===== config.mk =====
export PLATFORM = sky130hd
export DESIGN_NAME = alu_seq
export DESIGN_NICKNAME = d
export VERILOG_FILES = /design/src/rtl/alu_seq_pkg.sv /design/src/rtl/alu_seq.sv
export SDC_FILE = /design/constraint.sdc
export NUM_CORES = 1
export LEC_CHECK = 0
export CORE_MARGIN = 2
export CORE_UTILIZATION = 27
export CTS_BUF_LIST = sky130_fd_sc_hd__clkbuf_8
export CTS_CLUSTER_SIZE = 24
export DETAILED_ROUTE_END_ITERATION = 6
export HOLD_SLACK_MARGIN = 0.08
export PLACE_DENSITY = 0.51
export SETUP_SLACK_MARGIN = 0.1
export SLEW_MARGIN = 20
export SYNTH_ARGS = -nofsm -noshare
export SYNTH_HDL_FRONTEND = slang
export SYNTH_SLANG_ARGS = --single-unit

===== constraint.sdc =====
create_clock -name clk -period 2.1 [get_ports clk]
set_input_delay 0.21 -clock clk [delete_from_list [all_inputs] [get_ports clk]]
set_output_delay 0.21 -clock clk [all_outputs]
set_load 0.03 [all_outputs]

===== src/rtl/alu_seq_pkg.sv =====
// Shared types and constants for the nibble-serial ALU sequencer.
package alu_seq_pkg;

  typedef enum logic [1:0] {
    IDLE = 2'd0,
    RUN  = 2'd1,
    DONE = 2'd2
  } state_e;

  localparam int FLAG_N = 3;
  localparam int FLAG_Z = 2;
  localparam int FLAG_V = 1;
  localparam int FLAG_C = 0;

endpackage


===== src/rtl/alu_seq.sv =====
// Sequences a wide operation through an external 4-bit ALU, one nibble per cycle.
// Optional feature: define ALU_SEQ_FLAGS_EN to produce combined NZVC flags.
module alu_seq
  import alu_seq_pkg::*;
#(
  parameter int NIBBLES = 4
) (
  input  logic                 clk,
  input  logic                 reset,
  input  logic                 start,
  input  logic [2:0]           op,
  input  logic                 bank,
  input  logic                 cin,
  input  logic [4*NIBBLES-1:0] a_in,
  input  logic [4*NIBBLES-1:0] b_in,
  output logic                 busy,
  output logic                 done,
  output logic [4*NIBBLES-1:0] result,
  output logic [3:0]           flags,
  output logic [3:0]           alu_a,
  output logic [3:0]           alu_b,
  output logic [2:0]           alu_op,
  output logic                 alu_bank,
  output logic                 alu_cin,
  input  logic [3:0]           alu_result,
  input  logic [3:0]           alu_flags
);

  localparam int W  = 4 * NIBBLES;
  localparam int IW = (NIBBLES > 1) ? $clog2(NIBBLES) : 1;
  localparam logic [IW-1:0] LAST_IDX = IW'(NIBBLES - 1);

  state_e         state_q, state_d;
  logic [W-1:0]   a_q, a_d, b_q, b_d;
  logic [W-1:0]   work_q, work_d, result_q, result_d;
  logic [2:0]     op_q, op_d;
  logic           bank_q, bank_d, carry_q, carry_d;
  logic [IW-1:0]  idx_q, idx_d;
`ifdef ALU_SEQ_FLAGS_EN
  logic           zacc_q, zacc_d;
  logic [3:0]     flags_q, flags_d;
`endif

  // NOTE: every variable gets a default before the case so no path infers a latch.
  always_comb begin
    state_d  = state_q;
    a_d      = a_q;
    b_d      = b_q;
    op_d     = op_q;
    bank_d   = bank_q;
    carry_d  = carry_q;
    idx_d    = idx_q;
    work_d   = work_q;
    result_d = result_q;
`ifdef ALU_SEQ_FLAGS_EN
    zacc_d   = zacc_q;
    flags_d  = flags_q;
`endif
    alu_a    = '0;
    alu_b    = '0;
    alu_op   = '0;
    alu_bank = 1'b0;
    alu_cin  = 1'b0;

    unique case (state_q)
      IDLE, DONE: begin
        state_d = IDLE;
        if (start) begin
          state_d = RUN;
          a_d     = a_in;
          b_d     = b_in;
          op_d    = op;
          bank_d  = bank;
          carry_d = cin;
          idx_d   = '0;
`ifdef ALU_SEQ_FLAGS_EN
          zacc_d  = 1'b1;
`endif
        end
      end
      RUN: begin
        alu_a    = a_q[4*int'(idx_q) +: 4];
        alu_b    = b_q[4*int'(idx_q) +: 4];
        alu_op   = op_q;
        alu_bank = bank_q;
        alu_cin  = carry_q;
        work_d[4*int'(idx_q) +: 4] = alu_result;
        carry_d  = alu_flags[FLAG_C];
        idx_d    = IW'(idx_q + 1'b1);
`ifdef ALU_SEQ_FLAGS_EN
        zacc_d   = zacc_q & alu_flags[FLAG_Z];
`endif
        // The last nibble's answer is folded in here so result is complete on entry to DONE.
        if (idx_q == LAST_IDX) begin
          state_d  = DONE;
          result_d = work_d;
`ifdef ALU_SEQ_FLAGS_EN
          flags_d[FLAG_N] = alu_flags[FLAG_N];
          flags_d[FLAG_Z] = zacc_q & alu_flags[FLAG_Z];
          flags_d[FLAG_V] = alu_flags[FLAG_V];
          flags_d[FLAG_C] = alu_flags[FLAG_C];
`endif
        end
      end
      default: state_d = IDLE;
    endcase
  end

  // NOTE: state registers use non-blocking assignments so every flop samples pre-edge values.
  always_ff @(posedge clk) begin
    if (reset) begin
      state_q  <= IDLE;
      a_q      <= '0;
      b_q      <= '0;
      op_q     <= '0;
      bank_q   <= 1'b0;
      carry_q  <= 1'b0;
      idx_q    <= '0;
      work_q   <= '0;
      result_q <= '0;
`ifdef ALU_SEQ_FLAGS_EN
      zacc_q   <= 1'b0;
      flags_q  <= '0;
`endif
    end else begin
      state_q  <= state_d;
      a_q      <= a_d;
      b_q      <= b_d;
      op_q     <= op_d;
      bank_q   <= bank_d;
      carry_q  <= carry_d;
      idx_q    <= idx_d;
      work_q   <= work_d;
      result_q <= result_d;
`ifdef ALU_SEQ_FLAGS_EN
      zacc_q   <= zacc_d;
      flags_q  <= flags_d;
`endif
    end
  end

  assign busy   = (state_q == RUN);
  assign done   = (state_q == DONE);
  assign result = result_q;
`ifdef ALU_SEQ_FLAGS_EN
  assign flags  = flags_q;
`else
  assign flags  = '0;
`endif

endmodule

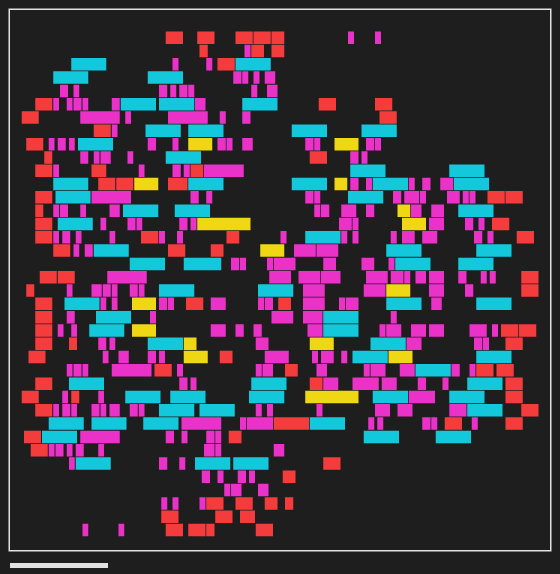
run_1/class_map.png
The bar under the picture is 20 um long.
Key: clock drivers and dummy loads = yellow [cells 16, share of their area 6.0%]; registers = cyan [cells 69, share of their area 35%]; remaining buffers and delay cells = red [cells 85, share of their area 20%]; remaining logic cells = magenta [cells 250, share of their area 38%]
Final Cell Area: 4080 um2
sequential share of cell area: 0.339
FP Rows: 38
core region area: 10900 um2

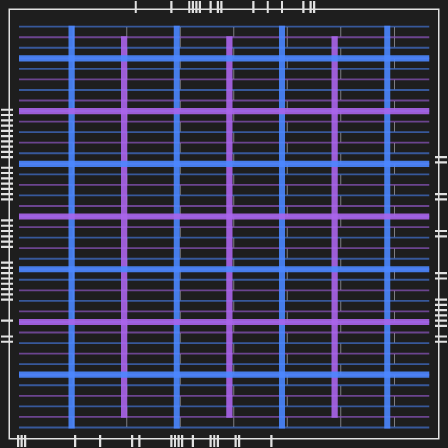
run_1/floorplan.png
Pins as bars on the die edge. Tap cells in gray.
Key: VSS = blue; VDD = purple
The core has 38 rows. 83 signal pins sit on the boundary. 7 straps on met4.
Max VDD drop: 0.274 mV
Chip Height: 110 um
Die Wd: 110 um

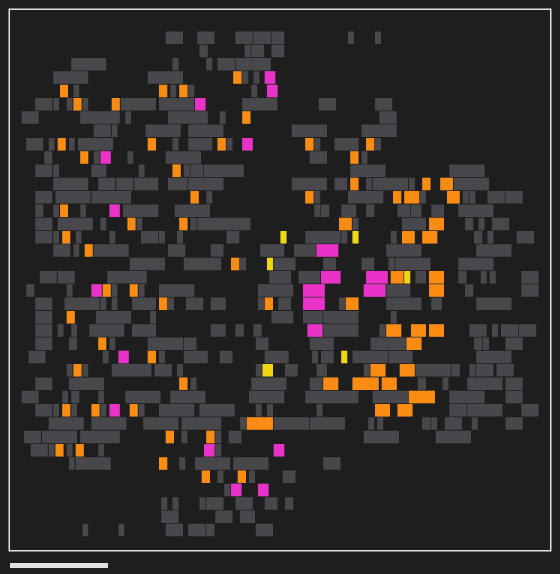
run_1/gates.png
The bar under the picture is 20 um long.
Key: aoi and oai cells = orange [cells 69]; and/or cells = magenta [cells 20]; inv cells = yellow [cells 6, where center]
fin cells: 560
Comb/total area: 0.362
Commonest Layout Cell: nand2_1

==> impl_metrics.tcl, run 1 <==
# flow metrics
set metrics [dict create \
    status "complete, no violations" \
    startpoint_type "flop" \
    areaGrowthSynthToFinish_pct 33.5 \
    wl_mm 7.69 \
    placed_cell_area_um2 3870 \
    drtPass1Iterations 4 \
    rrSetupSlack_ps 290 \
    clockBufferDepth 2 \
    clk_transition_reported_paths_ps 80 \
    drc 0 \
    regToRegEndpoint "result[0]" \
    final_max_slew_viol_count 0 \
    syn_inst 347 \
    hp-class "input port to flop" \
    hold_end "a_q[1]" \
    grt_use_met3 0.0553 \
    cp.required_ps 1890 \
    grt_usage 0.134 \
    cp.arrival_ps 1710 \
    warnings 35 \
    diodes 0 \
    grt_use_met1 0.160 \
    path_buffers 2 \
    crit_slowest_cell "mux4_2" \
    place_hpwl_mm 5.34 \
    port_buffers 75 \
    grt_use_met2 0.220 \
    grt-ovfl-total 0 \
    yosysSeqAreaShare 0.452 \
    grt_setup_unrepaired "true" \
    holdPathStages 2 \
    maxCapViolations 0 \
    p_leak_nw 1.51 \
    criticalPathCategory "flop to primary output" \
    ys_cells 347 \
    period_needed_ps 1920 \
    avgSynthCellArea_um2 8.81 \
    fin_worst_skew_ps 11.0 \
    nets 468 \
    grt_pass1_vias 2589 \
    final_antenna_net_count 0 \
    drive_gt1_frac 0.152 \
    final-setup-viol-count 0 \
    critPathTopFamily "multiplexers" \
    ys_area_um2 3060 \
    htree_num_levels 3 \
    clkLatencyLatePin_ps 350 \
    cp_cell_sequence "buf_4 -> mux4_2 -> and2_1 -> buf_2" \
    r2r-start "idx_q[1]" \
    ctsRootBufferMaster "clkbuf_8" \
    hold_start "reset" \
    antenna_found_initial 0 \
    post-route-period-util 0.913 \
    grt_pass1_wl_mm 12.4 \
    synth_flops 69 \
    ys_types 34 \
    powerDensity_nw_per_um2 745 \
    vias 2590 \
    io_pins 83 \
    grt_max_degree 48 \
    fp_util 0.279 \
    wl_per_cell_um 13.7 \
    worstPathMaxFanout 9 \
    cts_sinks 69 \
    die_area_um2 12200 \
    cts_hold_buffers 0 \
    setup_tns_ps 0 \
    yosysTopAreaCellShare 0.452 \
    whs_ps 320 \
    netlist_top_cells_area "dfxtp_1, nand2_1, a21oi_1, mux4_2, nor2_1" \
    routabilityCongestion 0.762 \
    cts_buffers 9 \
    cts_tree "yes" \
    worstRegToRegCells 6 \
    detail_route.vias_per_cell 4.63 \
    fmax_mhz 521 \
    max_stage_delay_ps 490 \
    drtIter0Drc 75 \
    largest_area_cell "dfxtp_1" \
    synth_warnings 0 \
    synthArstFlopShare 0 \
    syn_area_um2 3060 \
    edf_count 0 \
    end_kind "primary output" \
    postCtsSetupBuffers 0 \
    ff_type "dfxtp_1" \
    fill_cells 1167 \
    top_usage_layer "met2" \
    hold_viol_final 0 \
]
## run 1: metal layers
metal  wire length, um  part of all wire
met2              3610              0.47
met4                82             0.011
met1              3440              0.45
met5                 0                 0
met3               556             0.072
## run 1: synth_stat cells (2+ instances only)
master,count
a211oi_1,2
buf_2,7
a22oi_1,4
buf_6,4
and4bb_2,5
and2_1,13
mux4_2,7
nor2b_1,5
clkbuf_1,10
nor3_2,2
nand3b_1,4
nor3_1,8
nand2_1,84
dfxtp_1,69
a21oi_1,45
buf_4,10
a32oi_1,7
a221oi_1,9
nand3_1,4
nor2_1,26
ha_1,5
inv_1,5
## run 1: cell families after synthesis
| logic type | synth area share |
|---|---|
| flops | 0.452 |
| simple gates | 0.249 |
| other cells | 0.00123 |
| compound gates | 0.147 |
| mux | 0.0602 |
| buf+inv | 0.0704 |
| fa+ha+maj | 0.0205 |
## run 1: power by group
group / total [mW] / internal (mW) / switching, mW
Sequential: 1.39 / 1.36 / 0.0256
Combinational: 0.405 / 0.186 / 0.219
Clock: 1.25 / 0.733 / 0.516
Total: 3.04 / 2.28 / 0.761
## run 1: how the worst max path moves through the flow
stage / startpoint / end / cells after the start
floorplan: idx_q[1] / result[5] / 7
global placement: idx_q[0] / alu_b[1] / 4
detailed placement: idx_q[0] / alu_b[2] / 4
CTS: idx_q[0] / alu_b[2] / 4
global route: idx_q[0] / alu_b[0] / 4
finish: idx_q[0] / alu_b[0] / 4
## run 1: layout by cell type, fill, tap and decap left out, drive strengths merged, types with 8 or more instances in the layout
cell type | netlist | routed
nand2 | 84 | 84
mux4 | 8 | 8
clkbuf | 10 | 11
nor3 | 10 | 10
a21oi | 45 | 45
and2 | 13 | 13
clkdlybuf4s50 | 0 | 60
dfxtp | 69 | 69
nor2 | 26 | 26
buf | 21 | 23
a221oi | 10 | 10
## run 1: area by class of cell
class | instances | area, um2 | share of cell area
clock buffers | 11 | 151 | 0.0371
repair buffers | 85 | 787 | 0.193
multi-input cells | 244 | 1480 | 0.362
clock inverters | 5 | 82.6 | 0.0202
inverters | 6 | 25.0 | 0.00613
well taps | 140 | 175 | 0.0429
flip-flops and latches | 69 | 1380 | 0.339
## run 1: worst register-to-register path, stage by stage (launching register included)
cell and delay [ps]:
dfxtp_1 310, buf_4 210, inv_1 110, ha_1 350, and4bb_2 330, a221oi_1 310, nor3_1 90
## run 1: what timing repair did
item	CTS	global route
gates cloned	0	0
setup endpoints to repair	10	5
pin swaps	0	0
resized	41	8
## run 1: metrics by stage
step                total power [mW]  utilization  setup WS (ps)  std cells
floorplan                       1.67            -            188        350
global placement                1.82        0.354           68.8        544
detailed placement              1.83        0.354           69.6        544
CTS                             3.08        0.374           62.0        560
global route                    3.18        0.373           73.4        560
finish                          3.04        0.373            182        560
## run 1: registers in the layout (all words and copies together) (netlist names)
name	flops
result	16
b_q	16
idx_q	2
bank_q	1
carry_q	1
state_q	2
work_q	12
a_q	16
op_q	3
==> run 1 -> run 2 <==
CORE_MARGIN = unset   (was 2)
TNS_END_PERCENT = 30   (was unset)
==> run 2 against run 1 <==
Compared with the run above: hold slack improved by 43 ps; synthesized cell count did not move; fmax decreased by 5.3%; largest power group unchanged.
==> impl_metrics.tcl, run 2 <==
# flow metrics
set metrics [dict create \
    cts_tree "yes" \
    grt_pass1_wl_mm 12.8 \
    syn_inst 347 \
    largest_area_cell "dfxtp_1" \
    areaGrowthSynthToFinish_pct 34.2 \
    avgSynthCellArea_um2 8.81 \
    warnings 35 \
    cp.required_ps 1890 \
    diodes 0 \
    criticalPathCategory "flop to primary output" \
    grt_pass1_vias 2636 \
    vias 2653 \
    max_stage_delay_ps 500 \
    ff_type "dfxtp_1" \
    edf_count 0 \
    clockBufferDepth 2 \
    p_leak_nw 1.52 \
    grt_max_degree 41 \
    routabilityCongestion 0.748 \
    nets 474 \
    drtIter0Drc 134 \
    wl_per_cell_um 13.7 \
    cp_cell_sequence "buf_8 -> mux4_2 -> and2_1 -> clkdlybuf4s15_2" \
    ys_types 34 \
    fin_worst_skew_ps 10.6 \
    maxCapViolations 0 \
    hp-class "input port to flop" \
    final_antenna_net_count 0 \
    yosysTopAreaCellShare 0.452 \
    hold_start "reset" \
    final_max_slew_viol_count 0 \
    drive_gt1_frac 0.162 \
    port_buffers 75 \
    cts_hold_buffers 0 \
    die_y_um 108 \
    final-setup-viol-count 0 \
    cp.arrival_ps 1810 \
    powerDensity_nw_per_um2 681 \
    grt-ovfl-total 0 \
    yosysSeqAreaShare 0.452 \
    hold_viol_final 0 \
    grt_usage 0.141 \
    netlist_top_cells_area "dfxtp_1, nand2_1, a21oi_1, mux4_2, nor2_1" \
    postCtsSetupBuffers 0 \
    setup_tns_ps 0 \
    fmax_mhz 494 \
    ys_cells 347 \
    synth_warnings 0 \
    io_pins 83 \
    lay_top_count "nand2_1" \
    synthArstFlopShare 0 \
    placed_cell_area_um2 3920 \
    ctsRootBufferMaster "clkbuf_8" \
    synth.most_common_cell "nand2_1" \
    end_kind "primary output" \
    critPathTopFamily "multiplexers" \
    post-route-period-util 0.964 \
    fill_cells 1135 \
    drc 0 \
    r2r-start "idx_q[0]" \
    drtPass1Iterations 4 \
    crit_slowest_cell "mux4_2" \
    period_needed_ps 2020 \
    clk_transition_reported_paths_ps 80 \
    rows 38 \
    ys_area_um2 3060 \
    htree_num_levels 3 \
    status "complete, no violations" \
    place_hpwl_mm 5.38 \
    synth_flops 69 \
    syn_area_um2 3060 \
    design_area_um2 4100 \
    vdd_drop_max_mv 0.276 \
    wl_mm 7.77 \
    die_area_um2 11700 \
    path_buffers 2 \
    startpoint_type "flop" \
    p_total_mw 2.79 \
    setup.worst_path.start "idx_q[0]" \
    antenna_found_initial 0 \
    worstPathMaxFanout 8 \
    top_cells_by_count "nand2_1, dfxtp_1, a21oi_1" \
    detail_route.vias_per_cell 4.69 \
    dieWidth_um 108 \
    layout_top_cells "nand2_1, dfxtp_1, clkdlybuf4s50_1" \
    fp_util 0.279 \
    coreArea_um2 10900 \
    grt_setup_unrepaired "true" \
]
-- run 2: netlist changes by cell type in the layout (fill, tap and decap cells not counted), moves of 2 or more --
cell,delta
clkdlybuf4s15_2,+4
clkinv_4,+2
buf_4,+5
bufinv_16,-2
clkbuf_8,-2
buf_2,-5
-- run 2: worst paths after layout --
check | slack [ps] | end | cells past startpoint
worst max-delay path | 80 | alu_b[2] | 4
worst min-delay path | 360 | work_q[10] | 3
worst min register to register | 450 | op_q[1] | 2
worst max register to register | 330 | result[1] | 6
-- run 2: power by group --
part | internal (mW) | switching, mW | leakage (nW)
logic | 0.198 | 0.224 | 0.877
registers | 1.36 | 0.0267 | 0.563
clock network | 0.432 | 0.551 | 0.0832
-- run 2: metrics by stage --
stage | utilization | hold WS (ps) | setup WS (ps) | instances
after global placement | 0.358 | 439 | 47.6 | 550
after detailed placement | 0.358 | 443 | 26.5 | 550
after floorplan | - | 346 | 188 | 350
final | 0.375 | 363 | 75.3 | 566
after global routing | 0.375 | 354 | 8.00 | 566
after CTS | 0.375 | 345 | 22.7 | 566
-- run 2: routing by layer --
metal	track usage	share of wire	vias to the layer above
met5	0	0	-
met4	0.0376	0.0095	0
met3	0.0512	0.068	10
met2	0.230	0.46	76
met1	0.175	0.46	1235
li1	-	-	1332
-- run 2: worst min-delay path, stage by stage --
cell    delay [ps]
buf_2          100
buf_4          230
nor2_1         120
-- run 2: layout make-up --
type | count | area, um2 | area share
well taps | 140 | 175 | 0.0427
inverters | 6 | 22.5 | 0.00549
multi-input cells | 244 | 1480 | 0.360
flip-flops and latches | 69 | 1390 | 0.338
repair buffers | 91 | 865 | 0.211
clock inverters | 7 | 52.6 | 0.0128
clock buffers | 9 | 124 | 0.0302
-- run 2: logic make-up (layout without fill, tap and decap cells) --
family | after synthesis | count (layout) | share of synthesized area
AND/OR/NAND/NOR | 157 | 157 | 0.249
AND-OR/OR-AND | 70 | 70 | 0.147
flip-flops | 69 | 69 | 0.452
buffers and inverters | 37 | 113 | 0.0704
multiplexers | 8 | 8 | 0.0602
adder cells (fa/ha/maj) | 5 | 5 | 0.0205
other | 1 | 4 | 0.00123
-- run 2: what timing repair did --
action                                  CTS  global route
gates cloned                              0             0
endpoints found under the setup margin   10             8
gates resized                            30             9
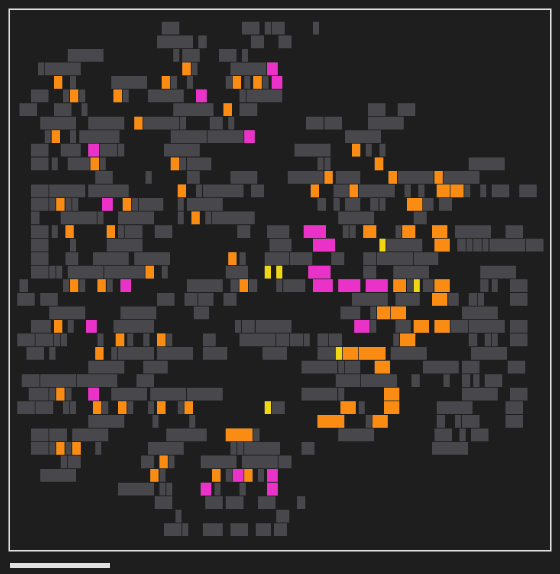
run_2/gates.png
The bar under the picture is 20 um long.
Key: aoi and oai cells = orange [cells 69]; inv cells = yellow [cells 6, where center]; and/or cells = magenta [cells 20]
Comb/total area: 0.360
fin cells: 566

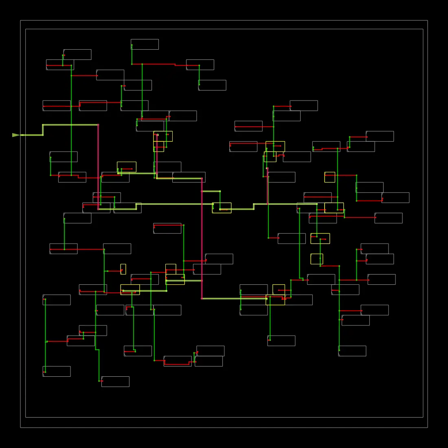
run_2/clock_nets.png
CTS sink cnt: 69
CTS Buf Count: 9
Clock buffer cells: 9
Clock Power: 0.983 mW
Late-Pin Clk Latency: 350 ps

Power and IR drop assume default switching activity.
